$ cat src/rtl/fc_neuron_sequencer_if.sv
// Handshake and memory-port bundle between the fully-connected neuron sequencer
// and its surrounding layer datapath (memories, MAC accumulator, neighbour layers).
interface fc_neuron_sequencer_if #(
  parameter int IFM_ADDR_BITS = 7,
  parameter int WM_ADDR_BITS  = 14,
  parameter int OFM_ADDR_BITS = 7
);
  logic                     start_from_previous;
  logic                     end_to_previous;
  logic                     start_to_next;
  logic                     end_from_next;
  logic                     ifm_enable_read;
  logic [IFM_ADDR_BITS-1:0] ifm_address_read;
  logic                     wm_enable_read;
  logic [WM_ADDR_BITS-1:0]  wm_address_read;
  logic                     bias_enable_read;
  logic [OFM_ADDR_BITS-1:0] bias_address_read;
  logic                     acc_clear;
  logic                     acc_enable;
  logic                     bias_add;
  logic                     ofm_enable_write;
  logic [OFM_ADDR_BITS-1:0] ofm_address_write;
  logic                     busy;

  modport master (
    input  start_from_previous, end_from_next,
    output end_to_previous, start_to_next,
    output ifm_enable_read, ifm_address_read,
    output wm_enable_read, wm_address_read,
    output bias_enable_read, bias_address_read,
    output acc_clear, acc_enable, bias_add,
    output ofm_enable_write, ofm_address_write,
    output busy
  );

  modport slave (
    output start_from_previous, end_from_next,
    input  end_to_previous, start_to_next,
    input  ifm_enable_read, ifm_address_read,
    input  wm_enable_read, wm_address_read,
    input  bias_enable_read, bias_address_read,
    input  acc_clear, acc_enable, bias_add,
    input  ofm_enable_write, ofm_address_write,
    input  busy
  );
endinterface

$ cat src/rtl/fc_neuron_sequencer.sv
// Control FSM for one fully-connected layer: per neuron it clears the accumulator,
// streams IFM_DEPTH input/weight pairs, adds the bias and writes the output feature.
module fc_neuron_sequencer #(
  parameter int IFM_DEPTH         = 120,
  parameter int NUMBER_OF_NEURONS = 84,
  parameter int IFM_ADDR_BITS     = $clog2(IFM_DEPTH),
  parameter int WM_ADDR_BITS      = $clog2(IFM_DEPTH*NUMBER_OF_NEURONS),
  parameter int OFM_ADDR_BITS     = $clog2(NUMBER_OF_NEURONS)
) (
  input  logic                 clk,
  input  logic                 reset,
  fc_neuron_sequencer_if.master seq
);

  typedef enum logic [2:0] {
    S_IDLE, S_CLEAR, S_MAC, S_BIAS, S_ADD, S_WRITE, S_DONE, S_WAIT_NEXT
  } state_t;

  localparam logic [IFM_ADDR_BITS-1:0] LAST_I = IFM_ADDR_BITS'(IFM_DEPTH - 1);
  localparam logic [OFM_ADDR_BITS-1:0] LAST_N = OFM_ADDR_BITS'(NUMBER_OF_NEURONS - 1);
  localparam logic [IFM_ADDR_BITS-1:0] I_ONE  = IFM_ADDR_BITS'(1);
  localparam logic [WM_ADDR_BITS-1:0]  W_ONE  = WM_ADDR_BITS'(1);
  localparam logic [OFM_ADDR_BITS-1:0] N_ONE  = OFM_ADDR_BITS'(1);

  state_t                   r_state, w_state_next;
  logic [IFM_ADDR_BITS-1:0] r_i, w_i_next;
  logic [WM_ADDR_BITS-1:0]  r_w, w_w_next;
  logic [OFM_ADDR_BITS-1:0] r_n, w_n_next;
  logic                     r_acc_enable;

  logic w_mac_read;
  logic w_acc_clear;
  logic w_bias_read;
  logic w_bias_add;
  logic w_ofm_write;
  logic w_start_to_next;
  logic w_end_to_previous;

  always_ff @(posedge clk or posedge reset) begin
    if (reset) begin
      r_state      <= S_IDLE;
      r_i          <= '0;
      r_w          <= '0;
      r_n          <= '0;
      r_acc_enable <= 1'b0;
    end else begin
      r_state      <= w_state_next;
      r_i          <= w_i_next;
      r_w          <= w_w_next;
      r_n          <= w_n_next;
      // Memories answer one cycle after the read, so accumulate one cycle later.
      r_acc_enable <= w_mac_read;
    end
  end

  always_comb begin
    w_state_next      = r_state;
    w_i_next          = r_i;
    w_w_next          = r_w;
    w_n_next          = r_n;
    w_mac_read        = 1'b0;
    w_acc_clear       = 1'b0;
    w_bias_read       = 1'b0;
    w_bias_add        = 1'b0;
    w_ofm_write       = 1'b0;
    w_start_to_next   = 1'b0;
    w_end_to_previous = 1'b0;

    case (r_state)
      S_IDLE: begin
        w_end_to_previous = 1'b1;
        if (seq.start_from_previous) begin
          w_state_next = S_CLEAR;
          w_n_next     = '0;
          w_w_next     = '0;
        end
      end
      S_CLEAR: begin
        w_acc_clear  = 1'b1;
        w_i_next     = '0;
        w_state_next = S_MAC;
      end
      S_MAC: begin
        // The weight counter runs on across neurons; only the input index wraps.
        w_mac_read = 1'b1;
        w_w_next   = r_w + W_ONE;
        if (r_i == LAST_I) begin
          w_state_next = S_BIAS;
        end else begin
          w_i_next = r_i + I_ONE;
        end
      end
      S_BIAS: begin
        w_bias_read  = 1'b1;
        w_state_next = S_ADD;
      end
      S_ADD: begin
        w_bias_add   = 1'b1;
        w_state_next = S_WRITE;
      end
      S_WRITE: begin
        w_ofm_write = 1'b1;
        if (r_n == LAST_N) begin
          w_state_next = S_DONE;
        end else begin
          w_n_next     = r_n + N_ONE;
          w_state_next = S_CLEAR;
        end
      end
      S_DONE: begin
        w_start_to_next = 1'b1;
        w_state_next    = seq.end_from_next ? S_IDLE : S_WAIT_NEXT;
      end
      S_WAIT_NEXT: begin
        if (seq.end_from_next) begin
          w_state_next = S_IDLE;
        end
      end
      default: w_state_next = S_IDLE;
    endcase
  end

  assign seq.end_to_previous   = w_end_to_previous;
  assign seq.start_to_next     = w_start_to_next;
  assign seq.ifm_enable_read   = w_mac_read;
  assign seq.ifm_address_read  = r_i;
  assign seq.wm_enable_read    = w_mac_read;
  assign seq.wm_address_read   = r_w;
  assign seq.bias_enable_read  = w_bias_read;
  assign seq.bias_address_read = r_n;
  assign seq.acc_clear         = w_acc_clear;
  assign seq.acc_enable        = r_acc_enable;
  assign seq.bias_add          = w_bias_add;
  assign seq.ofm_enable_write  = w_ofm_write;
  assign seq.ofm_address_write = r_n;
  assign seq.busy              = (r_state != S_IDLE);

endmodule
$ cat src/flat_wrapper.sv
// flat-port wrapper written by rule: the top's interface ports become plain ports
module fc_neuron_sequencer_flat 
#(
  parameter int IFM_DEPTH         = 120,
  parameter int NUMBER_OF_NEURONS = 84,
  parameter int IFM_ADDR_BITS     = $clog2(IFM_DEPTH),
  parameter int WM_ADDR_BITS      = $clog2(IFM_DEPTH*NUMBER_OF_NEURONS),
  parameter int OFM_ADDR_BITS     = $clog2(NUMBER_OF_NEURONS)
)
  (clk, reset, seq_start_from_previous, seq_end_from_next, seq_end_to_previous, seq_start_to_next, seq_ifm_enable_read, seq_ifm_address_read, seq_wm_enable_read, seq_wm_address_read, seq_bias_enable_read, seq_bias_address_read, seq_acc_clear, seq_acc_enable, seq_bias_add, seq_ofm_enable_write, seq_ofm_address_write, seq_busy);
  fc_neuron_sequencer_if #(.IFM_ADDR_BITS(IFM_ADDR_BITS), .WM_ADDR_BITS(WM_ADDR_BITS), .OFM_ADDR_BITS(OFM_ADDR_BITS)) seq_i ();
  input  logic clk;
  input  logic reset;
  input wire logic [$bits(seq_i.start_from_previous)-1:0] seq_start_from_previous;
  input wire logic [$bits(seq_i.end_from_next)-1:0] seq_end_from_next;
  output wire logic [$bits(seq_i.end_to_previous)-1:0] seq_end_to_previous;
  output wire logic [$bits(seq_i.start_to_next)-1:0] seq_start_to_next;
  output wire logic [$bits(seq_i.ifm_enable_read)-1:0] seq_ifm_enable_read;
  output wire logic [$bits(seq_i.ifm_address_read)-1:0] seq_ifm_address_read;
  output wire logic [$bits(seq_i.wm_enable_read)-1:0] seq_wm_enable_read;
  output wire logic [$bits(seq_i.wm_address_read)-1:0] seq_wm_address_read;
  output wire logic [$bits(seq_i.bias_enable_read)-1:0] seq_bias_enable_read;
  output wire logic [$bits(seq_i.bias_address_read)-1:0] seq_bias_address_read;
  output wire logic [$bits(seq_i.acc_clear)-1:0] seq_acc_clear;
  output wire logic [$bits(seq_i.acc_enable)-1:0] seq_acc_enable;
  output wire logic [$bits(seq_i.bias_add)-1:0] seq_bias_add;
  output wire logic [$bits(seq_i.ofm_enable_write)-1:0] seq_ofm_enable_write;
  output wire logic [$bits(seq_i.ofm_address_write)-1:0] seq_ofm_address_write;
  output wire logic [$bits(seq_i.busy)-1:0] seq_busy;
  assign seq_i.start_from_previous = seq_start_from_previous;
  assign seq_i.end_from_next = seq_end_from_next;
  assign seq_end_to_previous = seq_i.end_to_previous;
  assign seq_start_to_next = seq_i.start_to_next;
  assign seq_ifm_enable_read = seq_i.ifm_enable_read;
  assign seq_ifm_address_read = seq_i.ifm_address_read;
  assign seq_wm_enable_read = seq_i.wm_enable_read;
  assign seq_wm_address_read = seq_i.wm_address_read;
  assign seq_bias_enable_read = seq_i.bias_enable_read;
  assign seq_bias_address_read = seq_i.bias_address_read;
  assign seq_acc_clear = seq_i.acc_clear;
  assign seq_acc_enable = seq_i.acc_enable;
  assign seq_bias_add = seq_i.bias_add;
  assign seq_ofm_enable_write = seq_i.ofm_enable_write;
  assign seq_ofm_address_write = seq_i.ofm_address_write;
  assign seq_busy = seq_i.busy;
  fc_neuron_sequencer #(.IFM_DEPTH(IFM_DEPTH), .NUMBER_OF_NEURONS(NUMBER_OF_NEURONS), .IFM_ADDR_BITS(IFM_ADDR_BITS), .WM_ADDR_BITS(WM_ADDR_BITS), .OFM_ADDR_BITS(OFM_ADDR_BITS)) u_core (.clk(clk), .reset(reset), .seq(seq_i));
endmodule
$ cat config.mk
export PLATFORM = sky130hd
export DESIGN_NAME = fc_neuron_sequencer_flat
export DESIGN_NICKNAME = d
export VERILOG_FILES = /design/src/rtl/fc_neuron_sequencer_if.sv /design/src/rtl/fc_neuron_sequencer.sv /design/src/flat_wrapper.sv
export SDC_FILE = /design/constraint.sdc
export NUM_CORES = 1
export LEC_CHECK = 0
export CAP_MARGIN = 40
export CORE_ASPECT_RATIO = 0.6
export CORE_MARGIN = 3
export CORE_UTILIZATION = 53
export DETAILED_ROUTE_END_ITERATION = 6
export PLACE_DENSITY = 0.86
export SLEW_MARGIN = 20
export SYNTH_ARGS = -nofsm -noshare
export SYNTH_HDL_FRONTEND = slang
export SYNTH_SLANG_ARGS = --single-unit
export TNS_END_PERCENT = 1
$ cat constraint.sdc
create_clock -name clk -period 3.6 [get_ports clk]
set_input_delay 0.54 -clock clk [delete_from_list [all_inputs] [get_ports clk]]
set_output_delay 0.54 -clock clk [all_outputs]
set_load 0.03 [all_outputs]
==> images/pins.png <==
Pins as bars across the die edge, other pins in grey.
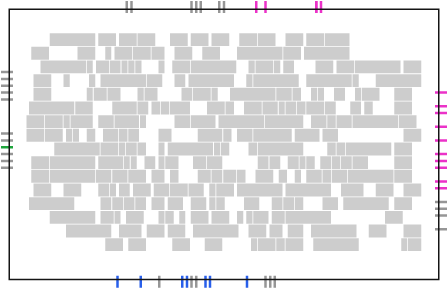
[seq_ofm_enable_write] green | pins: 1 | direction: output | edge: left
[seq_wm_address_read] magenta | pins: 14 | direction: output | edge: 10 right, 4 top
[seq_ifm_address_read] blue | pins: 7 | direction: output | edge: bottom

==> summary.txt <==
flow finished, numbers: combined flip-flop and latch cell area 801 um2, number of filler instances in the final layout 243, worst slack at placement 898 ps, share of flip-flops with an asynchronous set or reset 1.00, Worst Reg-to-Reg Cells 4, Inst Count DP 283, global-route met2 utilization 0.318, Final WS setup 591 ps, antenna violations before repair 0, Total Negative Setup Slacks 0 ps, filler-free cell count of the finished design 291, largest net degree at the start of global routing 33, tap cells 45, gate count of the mapped netlist 205, met1 track demand over resource 0.316, power in sequential cells 364 uW, Buf/Inv on CP 2, registers 32, routed length per placed instance 15.8 um, combinational share of cell area 0.406, Post-synth seq share 0.402, Avg Cell Area, Syn 9.72 um2, slew at the pin closest to its max-slew limit 607 ps, cell class with the largest area share multi-input combinational cells, portion of synthesized cell area occupied by the leading cell type 0.402, DR top layer met4, count of vias placed by the detailed router 1743, # diodes 0, maximum fanout encountered on the critical timing path 24, buffer count from post-CTS setup fixing 0, Data required, critical path 3060 ps, gp weighted congestion 0.815, layer with the highest usage after global routing met2, tool warnings 26, XOR/XNOR share of the synthesized area 0.00440, post-layout instance area 2510 um2, CP delay by family, top buffers and inverters, unrepaired setup endpoints after global routing false, Detailed Routing Iterations Pass 1 6, Commonest Layout Cell clkdlybuf4s50_1, number of resized instances in the post-cts repair step 0, reported max-cap violation count 0, NetSw 158 uW, clock tree from TritonCTS done, Hold EP u_core.seq.wm_address_read[13]$_DFFE_PP0P_, sequential fraction of design power 0.530, result of the run finished, final reports clean, capturing point of the worst reg2reg path u_core.seq.wm_address_read[6]$_DFFE_PP0P_, dominant synthesized flop cell dfrtp_1, sum of internal, switching and leakage power 687 uW, total met3 wirelength after detailed routing 311 um, switch share 0.231, startpoint type of the worst setup path flip-flop, Distinct cells, synth 54, number of cells on the critical path 3, main area contributors after synthesis dfrtp_1 (40%), mux2i_1 (8.0%), nand2_1 (5.1%)
==> images/final_congestion.png <==
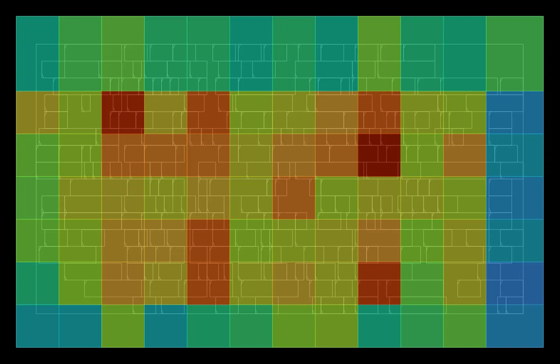
Global Route met3 Usage: 0.0669
total global routing track utilization: 0.216

No activity file was given, so power comes from the tool's default toggle rates.
